<file path="src/rtl/sadd_if.sv">
// Bundle of the parallel request/result signals and the serial adder link of sadd_drv.
interface sadd_if #(
  parameter int WIDTH = 8
);
  logic             start;
  logic [WIDTH-1:0] a;
  logic [WIDTH-1:0] b;
  logic             x;
  logic             y;
  logic             s_in;
  logic             busy;
  logic             done;
  logic [WIDTH-1:0] sum;
  logic             cout;

  modport master (
    output start, a, b, s_in,
    input  x, y, busy, done, sum, cout
  );

  modport slave (
    input  start, a, b, s_in,
    output x, y, busy, done, sum, cout
  );
endinterface

</file>
<file path="src/rtl/sadd_drv.sv">
// Drives an external bit-serial adder LSB first and assembles its serial sum
// into a parallel result, with a carry-clearing flush cycle before every add.
module sadd_drv #(
  parameter int WIDTH = 8
) (
  input logic   clk,
  input logic   rst,
  sadd_if.slave bus
);
  localparam int CW = $clog2(WIDTH);

  typedef enum logic [2:0] {
    IDLE  = 3'd0,
    FLUSH = 3'd1,
    SHIFT = 3'd2,
    COUT  = 3'd3,
    DONE  = 3'd4
  } state_t;

  state_t           state_r, state_s;
  logic [WIDTH-1:0] a_r, a_s;
  logic [WIDTH-1:0] b_r, b_s;
  logic [WIDTH-1:0] sum_r, sum_s;
  logic [CW-1:0]    cnt_r, cnt_s;
  logic             cout_r, cout_s;
  logic             x_r, x_s;
  logic             y_r, y_s;
  logic             busy_r, busy_s;
  logic             done_r, done_s;

  // Next-state, datapath and next-output decode; outputs are precomputed from
  // the next state so every port comes straight from a flop.
  always_comb begin
    state_s = state_r;
    a_s     = a_r;
    b_s     = b_r;
    sum_s   = sum_r;
    cnt_s   = cnt_r;
    cout_s  = cout_r;
    case (state_r)
      IDLE, DONE: begin
        if (bus.start) begin
          a_s     = bus.a;
          b_s     = bus.b;
          cnt_s   = {CW{1'b0}};
          state_s = FLUSH;
        end else begin
          state_s = IDLE;
        end
      end
      FLUSH: begin
        cnt_s   = {CW{1'b0}};
        state_s = SHIFT;
      end
      SHIFT: begin
        sum_s[cnt_r] = bus.s_in;
        a_s          = {1'b0, a_r[WIDTH-1:1]};
        b_s          = {1'b0, b_r[WIDTH-1:1]};
        // Leave on the last bit instead of wrapping the counter.
        if (cnt_r == CW'(WIDTH - 1)) begin
          state_s = COUT;
        end else begin
          cnt_s = cnt_r + CW'(1);
        end
      end
      COUT: begin
        cout_s  = bus.s_in;
        state_s = DONE;
      end
      default: begin
        state_s = IDLE;
      end
    endcase

    if (state_s == SHIFT) begin
      x_s = a_s[0];
      y_s = b_s[0];
    end else begin
      x_s = 1'b0;
      y_s = 1'b0;
    end
    busy_s = (state_s == FLUSH) || (state_s == SHIFT) || (state_s == COUT);
    done_s = (state_s == DONE);
  end

  // State, datapath and output registers with synchronous reset.
  always_ff @(posedge clk) begin
    if (rst) begin
      state_r <= IDLE;
      a_r     <= {WIDTH{1'b0}};
      b_r     <= {WIDTH{1'b0}};
      sum_r   <= {WIDTH{1'b0}};
      cnt_r   <= {CW{1'b0}};
      cout_r  <= 1'b0;
      x_r     <= 1'b0;
      y_r     <= 1'b0;
      busy_r  <= 1'b0;
      done_r  <= 1'b0;
    end else begin
      state_r <= state_s;
      a_r     <= a_s;
      b_r     <= b_s;
      sum_r   <= sum_s;
      cnt_r   <= cnt_s;
      cout_r  <= cout_s;
      x_r     <= x_s;
      y_r     <= y_s;
      busy_r  <= busy_s;
      done_r  <= done_s;
    end
  end

  assign bus.x    = x_r;
  assign bus.y    = y_r;
  assign bus.busy = busy_r;
  assign bus.done = done_r;
  assign bus.sum  = sum_r;
  assign bus.cout = cout_r;
endmodule

</file>
<file path="src/flat_wrapper.sv">
// flat-port wrapper written by rule: the top's interface ports become plain ports
module sadd_drv_flat 
#(
  parameter int WIDTH = 8
)
  (clk, rst, bus_start, bus_a, bus_b, bus_s_in, bus_x, bus_y, bus_busy, bus_done, bus_sum, bus_cout);
  sadd_if #(.WIDTH(WIDTH)) bus_i ();
  input logic clk;
  input logic rst;
  input wire logic [$bits(bus_i.start)-1:0] bus_start;
  input wire logic [$bits(bus_i.a)-1:0] bus_a;
  input wire logic [$bits(bus_i.b)-1:0] bus_b;
  input wire logic [$bits(bus_i.s_in)-1:0] bus_s_in;
  output wire logic [$bits(bus_i.x)-1:0] bus_x;
  output wire logic [$bits(bus_i.y)-1:0] bus_y;
  output wire logic [$bits(bus_i.busy)-1:0] bus_busy;
  output wire logic [$bits(bus_i.done)-1:0] bus_done;
  output wire logic [$bits(bus_i.sum)-1:0] bus_sum;
  output wire logic [$bits(bus_i.cout)-1:0] bus_cout;
  assign bus_i.start = bus_start;
  assign bus_i.a = bus_a;
  assign bus_i.b = bus_b;
  assign bus_i.s_in = bus_s_in;
  assign bus_x = bus_i.x;
  assign bus_y = bus_i.y;
  assign bus_busy = bus_i.busy;
  assign bus_done = bus_i.done;
  assign bus_sum = bus_i.sum;
  assign bus_cout = bus_i.cout;
  sadd_drv #(.WIDTH(WIDTH)) u_core (.clk(clk), .rst(rst), .bus(bus_i));
endmodule
</file>
<file path="config.mk">
export PLATFORM = sky130hd
export DESIGN_NAME = sadd_drv_flat
export DESIGN_NICKNAME = d
export VERILOG_FILES = /design/src/rtl/sadd_if.sv /design/src/rtl/sadd_drv.sv /design/src/flat_wrapper.sv
export SDC_FILE = /design/constraint.sdc
export NUM_CORES = 1
export LEC_CHECK = 0
export ABC_CLOCK_PERIOD_IN_PS = 2200
export CAP_MARGIN = 15
export CORE_ASPECT_RATIO = 1.2
export CORE_MARGIN = 2
export CORE_UTILIZATION = 50
export CTS_CLUSTER_SIZE = 16
export DETAILED_ROUTE_END_ITERATION = 16
export PLACE_DENSITY = 0.9
export SYNTH_ARGS = -nofsm -noshare
export SYNTH_HDL_FRONTEND = slang
export SYNTH_SLANG_ARGS = --single-unit
</file>
<file path="constraint.sdc">
create_clock -name clk -period 2.2 [get_ports clk]
set_clock_uncertainty 0.1 [all_clocks]
set_input_delay 0.44 -clock clk [delete_from_list [all_inputs] [get_ports clk]]
set_output_delay 0.44 -clock clk [all_outputs]
set_load 0.01 [all_outputs]
</file>
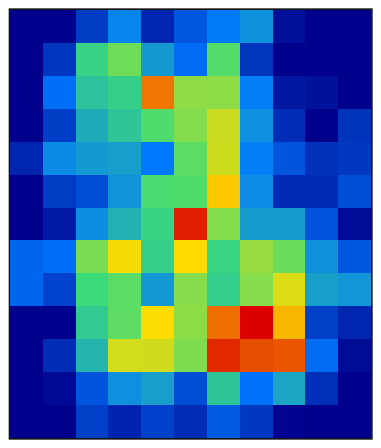
*Routed metal per tile, run 1*
11 x 13 tiles, from dark blue (low) to red (high), scaled to the fullest tile. Values are wire area over tile area, all layers added.
emptiest ninth of the die: north-east
mean over tiles: 0.14
nearly empty tiles: 18%
densest ninth of the die: center
fullest tile: 0.45
WL per Instance: 13.12 um
Post-Route WL: 3123 um

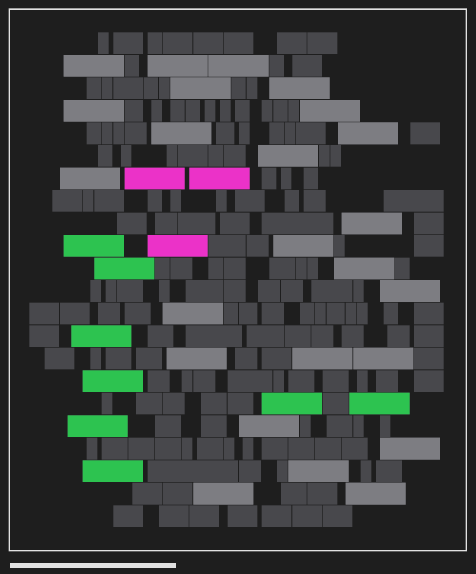
*Sequential cells colored by netlist name, run 1*
Bar = 20 um. Other sequential cells in the stronger gray, the rest of the logic in the fainter gray.
legend:
  magenta:
    name_in_the_netlist: u_core.cnt_r
    flops: 3
  green:
    name_in_the_netlist: u_core.a_r
    flops: 8
not colored: 24
Seq/total area: 35.26%
sequential cell area: 700.7 sq um

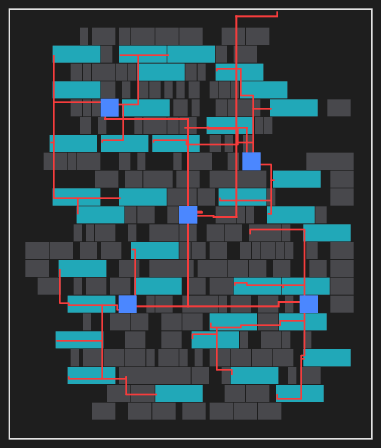
*Clock wires, drivers and flops, run 1*
legend:
  red:
    item: clock wires
    length: 414 um
  blue:
    item: cells driving clock nets
    count: 5
  cyan:
    item: flip-flops
    count: 35
routed clock nets: 6
flops lie: all over the die
Clock Power: 0.000487 W
Clk pwr share: 34.5%
clk_lat worst skew: 0.35 ns

==> results.txt, run 1 <==
yosys + openroad results -> Rows 22, Hold Slack 0.3576 ns, Sw Pwr 0.0003542 W, switching part of the total 25.08%, dpl hpwl 2112 um, Tool Warnings 26, GR peak layer met2, Yosys top cell by area dfxtp_1, ANT nets after route 0, initial antenna violation count 0, combinational power share 16.6%, TritonCTS Sinks 35, clock transition at the registers of the reported paths 0.10 ns, DR vias 1,358, pre-CTS setup slack 0.1851 ns, Top non-seq family simple AND/OR/NAND/NOR gates, RSZ-0062 raised after global routing no, IO Count 33, Syn Area/Cell 9.132 sq um, Die Wd 55.02 um, share of cells above drive strength 1 10.40%, setup TNS 0 ns, Top cell by count, worst path ha_1, first-pass GRT wire length 5154 um, Largest Pwr Group registers, Lkg Pwr 0.7485 nW, met3 Use GR 6.591%, CTS Root Cell clkbuf_4, die y size 65.22 um, GR Overflow Total 0, Basic Gates by Area 22.84%, status finished, final reports clean, CTS Buf Count 5, WL met3 146 um, CP max stage cell dfxtp_1, Setup violations, final 0, Yosys Instances 171
## run 1: path summary, 6_finish.rpt
path,slack [ns],depth (start not counted),end,start
worst max-delay path,0.42,6,u_core.cnt_r[1]$_SDFFE_PP0P_,u_core.cnt_r[1]$_SDFFE_PP0P_
worst min-delay path,0.36,2,u_core.bus.cout$_SDFFE_PP0N_,u_core.bus.cout$_SDFFE_PP0N_
worst max register to register,0.42,6,u_core.cnt_r[1]$_SDFFE_PP0P_,u_core.cnt_r[1]$_SDFFE_PP0P_
worst min register to register,0.36,2,u_core.bus.cout$_SDFFE_PP0N_,u_core.bus.cout$_SDFFE_PP0N_
## run 1: synth_stat cells
| library cell | instances |
|---|---|
| inv_1 | 1 |
| and2b_1 | 2 |
| o21ai_0 | 1 |
| nor2_1 | 28 |
| nand3b_1 | 4 |
| nand3_2 | 1 |
| nor3b_1 | 2 |
| dfxtp_1 | 35 |
| a21oi_1 | 12 |
| clkbuf_1 | 5 |
| a32oi_1 | 13 |
| nor2b_1 | 4 |
| a2bb2oi_2 | 1 |
| nor3b_2 | 1 |
| a22oi_1 | 2 |
| a211oi_2 | 1 |
| buf_6 | 3 |
| a2bb2oi_1 | 12 |
| ha_1 | 2 |
| clkbuf_2 | 1 |
| buf_1 | 1 |
| nand2_1 | 16 |
| nor4b_4 | 1 |
| xnor2_1 | 1 |
| nand3_1 | 8 |
| nor3_1 | 2 |
| nor4bb_1 | 1 |
| mux2i_1 | 3 |
| buf_2 | 6 |
| o21bai_4 | 1 |
## run 1: per-stage QoR
step | instances | instance area (sq um) | utilization, %
4_1_cts | 238 | 1987 | 65.62
3_3_place_gp | 230 | 1901 | 62.77
6_report | 238 | 1987 | 65.62
2_1_floorplan | 171 | 1562 | -
5_1_grt | 238 | 1987 | 65.62
3_5_place_dp | 230 | 1901 | 62.77
## run 1: worst register-to-register path: stages (launching register included)
cell	delay [ns]
dfxtp_1	0.39
ha_1	0.21
ha_1	0.19
nor3b_1	0.32
a211oi_2	0.18
nand3b_1	0.20
a21oi_1	0.14
## run 1: area by class of cell
type	count	area, sq um	area share [%]
inverter	1	3.754	0.1889
timing repair buffer	39	385.4	19.40
sequential	35	700.7	35.26
tap	36	45.04	2.267
clock buffer	6	51.30	2.582
multi-input combinational	119	765.7	38.54
clock inverter	2	35.03	1.763
## run 1: cells in the final DEF, fill, tap and decap left out, types with 2 or more instances in the layout
master           count
clkbuf_4             5
dfxtp_1             35
nand3b_1             4
a32oi_1             13
nor2b_1              4
buf_4                6
nand3_1              8
a21oi_1             12
clkdlybuf4s50_1     32
a22oi_1              2
nor3_1               2
nor2_1              28
ha_1                 2
mux2i_1              3
and2b_1              2
nor3b_1              2
nand2_1             16
a2bb2oi_1           12
## run 1: sequential cells by signal, summed over array words and instances (netlist names)
| name | count |
|---|---|
| u_core.bus.y | 1 |
| u_core.bus.cout | 1 |
| u_core.bus.sum | 8 |
| u_core.bus.x | 1 |
| u_core.bus.done | 1 |
| u_core.cnt_r | 3 |
| u_core.bus.busy | 1 |
| u_core.b_r | 8 |
| u_core.a_r | 8 |
| u_core.state_r | 3 |
==> run 2: changes to the inputs <==
ABC_CLOCK_PERIOD_IN_PS = 1700   (was 2200)
clock period = 1.7 ns   (was 2.2 ns; I/O delays follow)
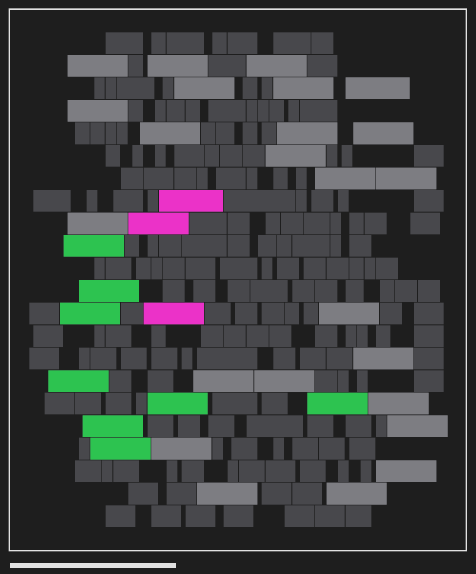
*Sequential cells colored by netlist name, run 2*
Bar = 20 um. Other sequential cells in the stronger gray, the rest of the logic in the fainter gray.
legend:
  magenta:
    name_in_the_netlist: u_core.cnt_r
    flops: 3
  green:
    name_in_the_netlist: u_core.a_r
    flops: 8
not colored: 24
Finished Core Util: 69.96%
Seq/total area: 33.20%
sequential cell area: 703.2 sq um
Seq. pwr: 0.000895 W

==> run 2 against run 1 <==
Register-to-register slack worse by 0.34 ns. Utilization is 4.3 points higher. Cell area is 6.6% higher. Synthesized area stayed put. Global-route usage is 2.2 points higher. Combinational power is 56% higher. Sequential power is about 30% higher. First-iteration DRC count is 53% lower. Synthesized cell count stayed put. Sequential share of layout area is 2.1 points lower. Clock-buffer cell count is 1 lower.
==> results.txt, run 2 <==
yosys + openroad results -> dpl hpwl 2446 um, share of cells above drive strength 1 19.55%, Tool Warnings 26, worst r2r dst u_core.cnt_r[1]$_SDFFE_PP0P_, CP max stage cell clkdlybuf4s50_1, CTS Root Cell clkbuf_4, TritonCTS Sinks 35, Top cell excl fill/tap dfxtp_1, Rows 22, met3 Use GR 6.364%, WL per Instance 14.30 um, clock transition at the registers of the reported paths 0.10 ns, Post-Route WL 3660 um, crit path launch u_core.bus.sum[4]$_SDFFE_PP0P_, GR peak layer met2, Hold Slack 0.3607 ns, Lkg Pwr 0.9782 nW, CTS Buf Count 5, Worst R2R Setup Slack 0.08 ns, RSZ-0062 raised after global routing no, reg2reg path depth 7, final instance area 0.002118 sq mm, crit path capture bus_sum[4], combinational power share 21.5%, IO Count 33, DR vias 1,451, die y size 65.22 um, Syn Area/Cell 9.132 sq um, switching part of the total 27.78%, Post-DP Area 0.002028 sq mm, status finished, final reports clean, Yosys Instances 171, FF-to-FF Start u_core.cnt_r[0]$_SDFFE_PP0P_, hold path start u_core.bus.sum[0]$_SDFFE_PP0P_, first-pass GRT wire length 5651 um
[run 2: repair_timing]
item,CTS,global route
pin swaps,0,1
resized,1,11
endpoints found under the setup margin,3,13
setup buffers,0,1
[run 2: cell families after synthesis]
group	synth area share, %
adders and majority gates	1.602
AOI/OAI and AO/OA	22.11
muxes	1.923
DFF	44.87
and+or+nand+nor	22.84
xor gates and xnor gates	0.5610
buffers and inverters	6.089
[run 2: metrics by stage]
step	instances	setup slack [ns]	utilization [%]
floorplan	171	0.1268	-
global placement	247	-0.09978	66.98
detailed placement	247	-0.1609	66.98
CTS	255	0.01565	68.88
global route	256	0.001966	69.96
finish	256	0.04211	69.96
[run 2: cell type report]
type	instances	area share [%]
multi-input combinational	119	36.50
sequential	35	33.20
timing repair buffer	57	25.52
tap	36	2.126
clock buffer	5	1.772
clock inverter	3	0.7088
inverter	1	0.1772
[run 2: layer usage]
metal	up-vias	share of wire (%)
met3	7	4.2
met5	-	0
li1	710	-
met1	693	43
met4	0	2.4
met2	41	50
[run 2: worst min-delay path by stage]
stage	endpoint	cells after the start	slack, ns
after floorplan	u_core.b_r[0]$_SDFF_PP0_	2	0.35
after global placement	u_core.bus.sum[5]$_SDFFE_PP0P_	2	0.35
after detailed placement	u_core.bus.sum[0]$_SDFFE_PP0P_	2	0.35
after CTS	u_core.bus.sum[0]$_SDFFE_PP0P_	2	0.36
after global routing	u_core.bus.sum[0]$_SDFFE_PP0P_	2	0.39
final	u_core.bus.sum[0]$_SDFFE_PP0P_	2	0.36
[run 2: power groups by stage]
stage	sequential [W]	combinational, W	clock [W]
finish	0.000895	0.000364	0.000432
global route	0.000899	0.000396	0.000478
global placement	0.000908	0.000350	0
detailed placement	0.000910	0.000358	0
CTS	0.000892	0.000362	0.000439
floorplan	0.000903	0.000216	0
==> run 3: changes to the inputs <==
CORE_UTILIZATION = 40   (was 50)
PLACE_DENSITY = 0.76   (was 0.9)
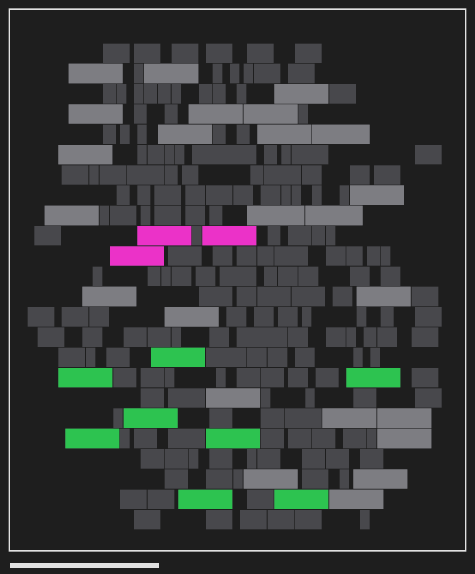
*Sequential cells colored by netlist name, run 3*
Bar = 20 um. Other sequential cells in the stronger gray, the rest of the logic in the fainter gray.
legend:
  green:
    name_in_the_netlist: u_core.a_r
    flops: 8
  magenta:
    name_in_the_netlist: u_core.cnt_r
    flops: 3
not colored: 24
Seq. pwr: 0.000898 W
Finished Core Util: 57.45%
Seq/total area: 33.20%

==> run 3 against run 2 <==
Hold slack got worse by 0.0016 ns. Global-route usage is 3.7 points lower. Clock power up about 50%. Cell area grew 0.18%. First-iteration DRC count increased by 43%. Sequential share of layout area is essentially flat. Routed wire length decreased by 6.2%. Utilization is 13 points lower. Combinational power shrank 7.1%. Sequential power about the same.
==> results.txt, run 3 <==
yosys + openroad results -> status finished, final reports clean, dpl hpwl 2448 um, GR Overflow Total 0, Worst R2R Setup Slack 0.10 ns, worst r2r dst u_core.cnt_r[0]$_SDFFE_PP0P_, Die Wd 61.04 um, share of cells above drive strength 1 17.59%, Syn Area/Cell 9.132 sq um, post-layout min period 1.599 ns, Async SR Flop Fraction 0%, TritonCTS Sinks 35, HP Class register to register, initial antenna violation count 0, Post-CTS Setup Bufs 0, crit path launch u_core.bus.sum[1]$_SDFFE_PP0P_, FF-to-FF Start u_core.cnt_r[0]$_SDFFE_PP0P_, Clk pwr share 34.4%, reg2reg path depth 6, list of most frequent post-synthesis cells dfxtp_1 (35), nor2_1 (28), nand2_1 (16), a32oi_1 (13), Post-synth EDFFs 0, Hold Slack 0.3591 ns, most common cell in the synthesized netlist dfxtp_1, Crit path depth 1, Post-Route WL 3433 um, Rows 24, ANT nets after route 0, clock transition at the registers of the reported paths 0.07 ns, combinational power share 17.9%, Setup violations, final 0, WL per Instance 12.81 um, first-pass GRT wire length 6044 um, IO Count 33, RSZ-0062 raised after global routing no, clk_lat worst skew 0.28 ns, CTS Root Cell clkbuf_8, setup TNS 0 ns, Lkg Pwr 0.8221 nW, Yosys Instances 171, Yosys top cell by area dfxtp_1, crit path capture bus_sum[1], CTS Buf Count 5, most common logic cells in the final layout clkdlybuf4s50_1 (32), dfxtp_1 (32), nor2_1 (28), CP max stage cell clkdlybuf4s50_1, Sw Pwr 0.0004614 W, Clock Path Buffers 2, Tool Warnings 26, switching part of the total 24.50%, die y size 72.45 um
## run 3: cells by family (layout without fill, tap and decap cells)
| family | Yosys count | in the layout | synth area share [%] |
|---|---|---|---|
| buffers and inverters | 17 | 62 | 6.089 |
| flip-flops | 35 | 35 | 44.87 |
| AND-OR/OR-AND | 43 | 43 | 22.11 |
| adder cells (fa/ha/maj) | 2 | 2 | 1.602 |
| AND/OR/NAND/NOR | 70 | 70 | 22.84 |
| multiplexers | 3 | 3 | 1.923 |
| XOR/XNOR | 1 | 1 | 0.5610 |
## run 3: repair_timing
item	CTS	global route
hold endpoints to repair	0	0
endpoints found under the setup margin	1	9
resized	1	3
## run 3: layer usage
metal / up-vias / part of all wire (%) / GRT usage (%)
li1: 705 / - / -
met1: 662 / 45 / 22.39
met2: 35 / 48 / 28.37
met3: 7 / 4.4 / 5.169
met4: 0 / 2.5 / 8.213
met5: - / 0 / 0
## run 3: worst min-delay path by stage
stage,end,start,cells past startpoint
floorplan,u_core.b_r[0]$_SDFF_PP0_,u_core.b_r[0]$_SDFF_PP0_,2
global placement,u_core.bus.sum[4]$_SDFFE_PP0P_,u_core.bus.sum[4]$_SDFFE_PP0P_,2
detailed placement,u_core.bus.sum[4]$_SDFFE_PP0P_,u_core.bus.sum[4]$_SDFFE_PP0P_,2
CTS,u_core.bus.sum[4]$_SDFFE_PP0P_,u_core.bus.sum[4]$_SDFFE_PP0P_,2
global route,u_core.bus.sum[2]$_SDFFE_PP0P_,u_core.bus.sum[2]$_SDFFE_PP0P_,2
finish,u_core.bus.sum[2]$_SDFFE_PP0P_,u_core.bus.sum[2]$_SDFFE_PP0P_,2
## run 3: layout make-up
type / count / area, sq um
clock buffer: 8 / 100.1
fill: 326 / 1572
inverter: 1 / 3.754
multi-input combinational: 119 / 770.7
sequential: 35 / 704.4
tap: 52 / 65.06
timing repair buffer: 53 / 478.0
## run 3: power groups by stage
stage               registers, W  logic [W]  clock network (W)
finish                  0.000898   0.000338           0.000647
global route            0.000902   0.000377           0.000707
CTS                     0.000895   0.000339           0.000665
detailed placement      0.000913   0.000336                  0
global placement        0.000912   0.000331                  0
floorplan               0.000903   0.000216                  0
## run 3: stage by stage
step	std cells	worst slack (ns)	total power, W	instance area, sq um	utilization [%]
after floorplan	171	0.1268	0.001120	1562	-
after global placement	260	-0.1088	0.001244	2013	54.51
after detailed placement	260	-0.1394	0.001250	2013	54.51
after CTS	268	0.07781	0.001899	2118	57.35
after global routing	268	0.006877	0.001986	2122	57.45
final	268	0.1008	0.001883	2122	57.45
Power is estimated from default activity; no workload was simulated.
